==> src/rtl/dataslot_read_arbiter.sv <==
// dataslot_read_arbiter
//   Shares the core's single dataslot-read command channel between NUM_REQ
//   requesters. Round-robin grant, one outstanding command, grant held until
//   the host completion (or timeout), then a one-cycle done pulse back to the
//   owning requester.
// Ports:
//   clk_74a, reset_n           clock / async active-low reset
//   req_valid/req_*            per-requester request and packed fields
//   req_ready                  one-hot combinational accept (IDLE only)
//   req_done/req_status        one-hot completion pulse and its status
//   cmd_valid/cmd_ready/cmd_*  downstream command toward the bridge
//   rsp_valid/rsp_status       host completion strobe
//   busy, grant_id             activity flag and current/last grant index
module dataslot_read_arbiter #(
   parameter int          NUM_REQ        = 4,
   parameter logic [31:0] TIMEOUT_CYCLES = 32'd0,
   localparam int         GW             = $clog2(NUM_REQ)
) (
   input  logic                   clk_74a,
   input  logic                   reset_n,
   input  logic [NUM_REQ-1:0]     req_valid,
   input  logic [NUM_REQ*16-1:0]  req_slot_id,
   input  logic [NUM_REQ*32-1:0]  req_offset,
   input  logic [NUM_REQ*32-1:0]  req_bridge_addr,
   input  logic [NUM_REQ*32-1:0]  req_length,
   output logic [NUM_REQ-1:0]     req_ready,
   output logic [NUM_REQ-1:0]     req_done,
   output logic [2:0]             req_status,
   output logic                   cmd_valid,
   input  logic                   cmd_ready,
   output logic [15:0]            cmd_slot_id,
   output logic [31:0]            cmd_offset,
   output logic [31:0]            cmd_bridge_addr,
   output logic [31:0]            cmd_length,
   input  logic                   rsp_valid,
   input  logic [2:0]             rsp_status,
   output logic                   busy,
   output logic [GW-1:0]          grant_id
);

   typedef enum logic [1:0] {IDLE, ISSUE, WAIT, DONE} state_t;

   state_t        state;
   logic [GW-1:0] last_grant;
   logic [GW-1:0] sel;
   logic          found;
   int            sel_i;
   logic [31:0]   tcnt;
   logic          timeout_hit;

   // First pending requester searching upward from last_grant+1, wrapping.
   always_comb begin
      sel   = '0;
      found = 1'b0;
      for (int k = 1; k <= NUM_REQ; k++) begin
         if (!found && req_valid[(int'(last_grant) + k) % NUM_REQ]) begin
            found = 1'b1;
            sel   = GW'((int'(last_grant) + k) % NUM_REQ);
         end
      end
   end

   assign sel_i     = int'(sel);
   assign req_ready = (state == IDLE && found) ? (NUM_REQ'(1) << sel) : '0;

   // Counter holds the number of completed WAIT cycles; expiry fires on the
   // TIMEOUT_CYCLES-th WAIT cycle so DONE lands TIMEOUT_CYCLES edges after
   // the command handshake.
   assign timeout_hit = (TIMEOUT_CYCLES != 32'd0) &&
                        (tcnt == TIMEOUT_CYCLES - 32'd1);

   always_ff @(posedge clk_74a or negedge reset_n) begin
      if (!reset_n) begin
         state           <= IDLE;
         last_grant      <= GW'(NUM_REQ - 1);
         grant_id        <= '0;
         cmd_valid       <= 1'b0;
         cmd_slot_id     <= '0;
         cmd_offset      <= '0;
         cmd_bridge_addr <= '0;
         cmd_length      <= '0;
         req_done        <= '0;
         req_status      <= '0;
         busy            <= 1'b0;
         tcnt            <= '0;
      end else begin
         case (state)
            IDLE: begin
               if (found) begin
                  grant_id        <= sel;
                  cmd_slot_id     <= req_slot_id[16*sel_i +: 16];
                  cmd_offset      <= req_offset[32*sel_i +: 32];
                  cmd_bridge_addr <= req_bridge_addr[32*sel_i +: 32];
                  cmd_length      <= req_length[32*sel_i +: 32];
                  cmd_valid       <= 1'b1;
                  busy            <= 1'b1;
                  state           <= ISSUE;
               end
            end
            ISSUE: begin
               // rsp_valid is deliberately not looked at here.
               if (cmd_ready) begin
                  cmd_valid <= 1'b0;
                  tcnt      <= '0;
                  state     <= WAIT;
               end
            end
            WAIT: begin
               // A real response beats a simultaneous expiry.
               if (rsp_valid) begin
                  req_status <= rsp_status;
                  req_done   <= NUM_REQ'(1) << grant_id;
                  state      <= DONE;
               end else if (timeout_hit) begin
                  req_status <= 3'b111;
                  req_done   <= NUM_REQ'(1) << grant_id;
                  state      <= DONE;
               end else if (tcnt != 32'hFFFF_FFFF) begin
                  tcnt <= tcnt + 32'd1;
               end
            end
            DONE: begin
               req_done   <= '0;
               last_grant <= grant_id;
               busy       <= 1'b0;
               state      <= IDLE;
            end
            default: state <= IDLE;
         endcase
      end
   end

endmodule

==> config.mk <==
export PLATFORM = sky130hd
export DESIGN_NAME = dataslot_read_arbiter
export DESIGN_NICKNAME = d
export VERILOG_FILES = /design/src/rtl/dataslot_read_arbiter.sv
export SDC_FILE = /design/constraint.sdc
export NUM_CORES = 1
export LEC_CHECK = 0
export CELL_PAD_IN_SITES_DETAIL_PLACEMENT = 2
export CELL_PAD_IN_SITES_GLOBAL_PLACEMENT = 2
export CORE_AREA = 2 2 230 232
export DETAILED_ROUTE_END_ITERATION = 7
export DIE_AREA = 0 0 232 234
export GPL_TIMING_DRIVEN = 0
export PLACE_DENSITY = 0.79
export SYNTH_ARGS = -nofsm -noshare
export SYNTH_HDL_FRONTEND = slang
export SYNTH_SLANG_ARGS = --single-unit
==> constraint.sdc <==
create_clock -name clk_74a -period 4.7 [get_ports clk_74a]
set_input_delay 0.705 -clock clk_74a [delete_from_list [all_inputs] [get_ports clk_74a]]
set_output_delay 0.705 -clock clk_74a [all_outputs]
set_load 0.03 [all_outputs]
**Run 1: cell outlines without signal wires**

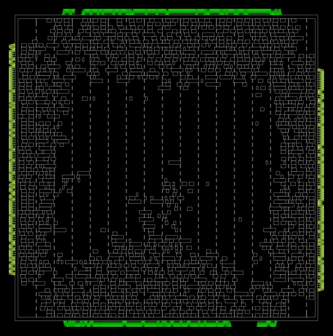
Seq/total area: 0.212
Core Area: 0.0520 mm2
Fillers: 5,727
well-tap cell count: 688

**Run 1: cells colored by class**

Drawn at 1 px/um.
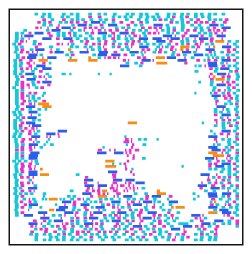
| color | class | cells | share of their area |
|---|---|---|---|
| cyan | other buffers and delay cells | 650 | 44% |
| magenta | all other logic | 517 | 29% |
| blue | flip-flops | 127 | 22% |
| orange | clock drivers and dummy loads | 32 | 4.5% |
fin util: 0.289
fin area: 0.0150 mm2

==> notes.md, run 1 <==
fresh numbers from the pnr run: reg2reg setup slack=2.00 ns, clock skew=0.00872 ns, CTS tree=yes, pre-CTS setup slack=0.143 ns, net count after synthesis=1,172, yosys synthesis warning count=0, GPL Wtd Cong=0.827, Clock Power Share=0.167, count of non-CTS inverters in the layout=8, grt ovf=0, Fin Setup TNS=0 ns, chip area=0.0543 mm2, commonest cells after routing, fill and taps aside=584 x clkdlybuf4s50_1, 224 x mux2i_1, 125 x dfrtp_1, 123 x nand2_1, 112 x o221ai_1, Clk power=1.49 mW, logic share of the area=0.271, R2R depth=8, Period Utilization, post-route=0.960, Unique cell types=32, first-pass GRT wire length=63,100 um, Log Warnings=31, WL final=44,200 um, HPWL Detailed=35,800 um, outcome=finished clean, fp util=0.147, wire per inst=21.9 um, Iter 0 DRT Violations=176, H-tree levels=4, ANT nets after route=0, initial antenna violation count=1, cell taking the most area after synthesis=dfrtp_1, startpoint types=input pin, top cells, area=dfrtp_1 41%, mux2i_1 29%, o221ai_1 13%, nand2_1 6.0%, buf_2 1.6%, Seq share, synth=0.417, diode count=0, top cell category=non-clock buffers, CTS Root Cell=clkbuf_16, Final Slew Violations=0, share of cells above drive strength 1=0.0633, Nets=1,777, Top logic family=multiplexers, GR Util All Layers=0.159, clk_lat worst skew=0.47 ns, P_sw=4.06 mW, Reg power frac=0.222, dominant register cell=dfrtp_1
**Run 1: sequential cells grouped by signal name**

Drawn at 1 px/um.
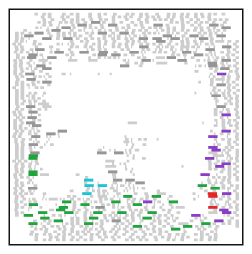
| color | name in the netlist | flops |
|---|---|---|
| purple | cmd_slot_id | 16 |
| cyan | req_done | 4 |
| red | req_status | 3 |
| green | cmd_offset | 32 |
sequential cell area: 0.00318 mm2
Seq power: 1.99 mW

==> run 1: layer usage <==
metal / share of wire / GRT usage
met1: 0.40 / 0.181
met3: 0.065 / 0.0471
met5: 0.00041 / 0
met4: 0.020 / 0.0517
met2: 0.51 / 0.286
==> run 1: worst max-delay path: stages <==
cell and delay (ns):
clkdlybuf4s50_1 0.50, nor4_2 0.63, nor2b_1 0.13, nand2_1 0.45
clkbuf_1 0.56, nor2_1 0.17, clkdlybuf4s50_1 0.65
==> run 1: per-stage QoR <==
step	hold WS, ns	std cells
after global routing	0.208	2014
after global placement	0.468	1981
after CTS	0.185	2014
after detailed placement	0.478	1982
after floorplan	0.409	708
final	0.199	2014
==> run 1 -> run 2 <==
Settings changed: CELL_PAD_IN_SITES_DETAIL_PLACEMENT 2 to 0, CELL_PAD_IN_SITES_GLOBAL_PLACEMENT 2 to 1, CORE_AREA 2 2 230 232 to 2 2 227 229, DIE_AREA 0 0 232 234 to 0 0 229 231, PLACE_DENSITY 0.79 to 0.67.
==> notes.md, run 2 <==
fresh numbers from the pnr run: WL final=41,300 um (was 44,200 um), top cell category=non-clock buffers (unchanged), Worst path depth=7 (unchanged), cell taking the most area after synthesis=dfrtp_1 (unchanged), share of cells above drive strength 1=0.0605 (was 0.0633), Unique cell types=32 (unchanged), ANT nets after route=0 (unchanged), sequential cell area=0.00318 mm2 (unchanged), Critical Path, Cell by Cell=clkdlybuf4s50_1 -> nor4_2 -> nor2b_1 -> nand2_1 -> clkbuf_1 -> nor2_1 -> clkdlybuf4s50_1 (unchanged), fin area=0.0150 mm2 (about the same), P_sw=3.97 mW (was 4.06 mW), dominant register cell=dfrtp_1 (unchanged), R2R depth=8 (unchanged), yosys synthesis warning count=0 (unchanged), grt ovf=0 (unchanged), Iter 0 DRT Violations=259 (was 176), startpoint types=input pin (unchanged), Period Utilization, post-route=0.912 (was 0.960), CTS tree=yes (unchanged), outcome=finished clean (unchanged), count of non-CTS inverters in the layout=8 (unchanged), well-tap cell count=680 (was 688), CTS Root Cell=clkbuf_16 (unchanged), pre-CTS setup slack=0.270 ns (was 0.143 ns), GPL Wtd Cong=0.833 (was 0.827), H-tree levels=4 (unchanged), commonest cells after routing, fill and taps aside=584 x clkdlybuf4s50_1, 224 x mux2i_1, 125 x dfrtp_1, 123 x nand2_1, 112 x o221ai_1 (unchanged), fp util=0.151 (was 0.147), top cells, area=dfrtp_1 41%, mux2i_1 29%, o221ai_1 13%, nand2_1 6.0%, buf_2 1.6% (unchanged), wire per inst=20.6 um (was 21.9 um), Top logic family=multiplexers (unchanged), net count after synthesis=1,172 (unchanged), Fillers=5,397 (was 5,727), Log Warnings=30 (was 31), initial antenna violation count=0 (was 1), GR Util All Layers=0.154 (was 0.159), CP delay by family, top=buffers and inverters (unchanged), logic share of the area=0.272 (was 0.271), most common cell type on the critical path=clkdlybuf4s50_1 (unchanged), Reg power frac=0.222 (about the same), Nets=1,777 (unchanged), Bufs and invs on worst path=3 (unchanged), chip area=0.0529 mm2 (was 0.0543 mm2), HPWL Detailed=32,600 um (was 35,800 um)
==> run 2: metrics by stage <==
stage / power [mW] / hold slack (ns) / instances / setup TNS, ns
2_1_floorplan: 5.04 / 0.409 / 708 / 0
3_3_place_gp: 7.41 / 0.469 / 1973 / -379.15
3_5_place_dp: 7.47 / 0.472 / 1974 / 0
4_1_cts: 9.05 / 0.161 / 2003 / 0
5_1_grt: 9.42 / 0.194 / 2003 / 0
6_report: 8.86 / 0.176 / 2003 / 0
==> run 2: metal layers <==
metal / GRT usage / part of all wire / wire, um / up-vias
li1: - / - / - / 3905
met3: 0.0461 / 0.066 / 2730 / 55
met2: 0.254 / 0.48 / 19900 / 348
met4: 0.0674 / 0.031 / 1260 / 0
met1: 0.185 / 0.42 / 17400 / 4037
met5: 0 / 0 / 0 / -
**Run 2: sequential cells grouped by signal name**

Drawn at 1 px/um.
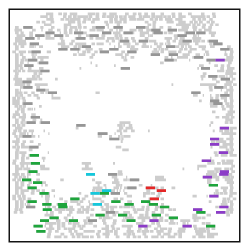
| color | name in the netlist | flops |
|---|---|---|
| cyan | req_done | 4 |
| green | cmd_offset | 32 |
| red | req_status | 3 |
| purple | cmd_slot_id | 16 |
not colored: 72
Seq/total area: 0.212
fin util: 0.296
Seq power: 1.97 mW

**Run 2: clock wires, drivers and flops**

Drawn at 1 px/um.
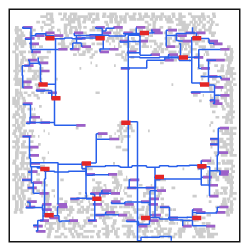
[purple] flip-flops | count: 127
[red] cells driving clock nets | count: 17
[blue] clock wires | length: 2,900 um
routed clock nets: 18
Clock Power Share: 0.170
clk_lat worst skew: 0.48 ns
clock skew: 0.00799 ns
Clk power: 1.51 mW

==> run 2 -> run 3 <==
Settings changed: TNS_END_PERCENT set to 100.
==> notes.md, run 3 <==
fresh numbers from the pnr run: outcome=finished clean (unchanged), fin area=0.0150 mm2 (unchanged), placed insts=1,974 (unchanged), fp util=0.151 (unchanged), Iter 0 DRT Violations=259 (unchanged), CTS tree=yes (unchanged), Seq share, synth=0.417 (unchanged), clk_lat worst skew=0.48 ns (about the same), startpoint types=input pin (unchanged), top cells, area=dfrtp_1 41%, mux2i_1 29%, o221ai_1 13%, nand2_1 6.0%, buf_2 1.6% (unchanged), share of cells above drive strength 1=0.0605 (unchanged), yosys synthesis warning count=0 (unchanged), Period Utilization, post-route=0.912 (unchanged), commonest cells after routing, fill and taps aside=584 x clkdlybuf4s50_1, 224 x mux2i_1, 125 x dfrtp_1, 123 x nand2_1, 112 x o221ai_1 (unchanged), Fin Hold WS=0.176 ns (unchanged), P_sw=3.97 mW (unchanged), most common cell type on the critical path=clkdlybuf4s50_1 (unchanged), Clock Power Share=0.170 (about the same), Nets=1,777 (unchanged), Clk power=1.51 mW (about the same), Crit path largest cell delay=0.63 ns (about the same), initial antenna violation count=0 (unchanged), Reg power frac=0.222 (about the same), Log Warnings=30 (unchanged), CP delay by family, top=buffers and inverters (unchanged), Fin Setup TNS=0 ns (unchanged), wire per inst=20.6 um (unchanged), Tot Pwr=8.86 mW (unchanged), HPWL Detailed=32,600 um (unchanged), CP max stage cell=clkdlybuf4s50_1 (unchanged)
## run 3: metal layers
metal / vias up / global-route usage / routed length, um
li1: 3905 / - / -
met3: 55 / 0.0461 / 2730
met5: - / 0 / 0
met1: 4037 / 0.185 / 17400
met2: 348 / 0.254 / 19900
met4: 0 / 0.0674 / 1260
## run 3: cell families after synthesis
logic type	Yosys count
mux	229
simple gates	139
compound gates	136
flops	127
buf+inv	72
fa+ha+maj	5
## run 3: area by class of cell
class / instances / area, um2
Timing Repair Buffer: 586 / 5880
Buffer: 64 / 350
Sequential cell: 127 / 3180
Clock inverter: 6 / 130
Inverter: 8 / 30.0
Clock buffer: 23 / 498
Multi-Input combinational cell: 509 / 4070
Fill cell: 5397 / 35700
Tap cell: 680 / 851
**Run 3: cell outlines without signal wires**

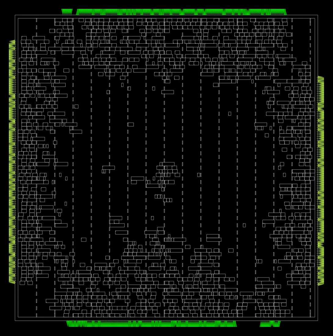
Core Area: 0.0507 mm2
fin cells: 2,003
sequential cell count: 127

**Run 3: I/O nets highlighted**

Drawn at 2 px/um.
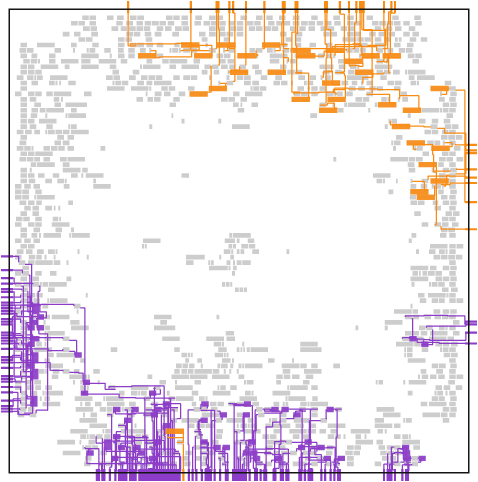
| color | port | bits | direction | edge | end cells | buffers | wire |
|---|---|---|---|---|---|---|---|
| orange | cmd_length | 32 | output | 23 north, 8 east, 1 south | 32 | 32 | 1,490 um |
| purple | req_offset | 128 | input | 90 south, 34 west, 4 east | 64 | 128 | 3,610 um |
I/O pins: 586
count of port buffers added during placement: 585

Power and IR drop assume default switching activity.
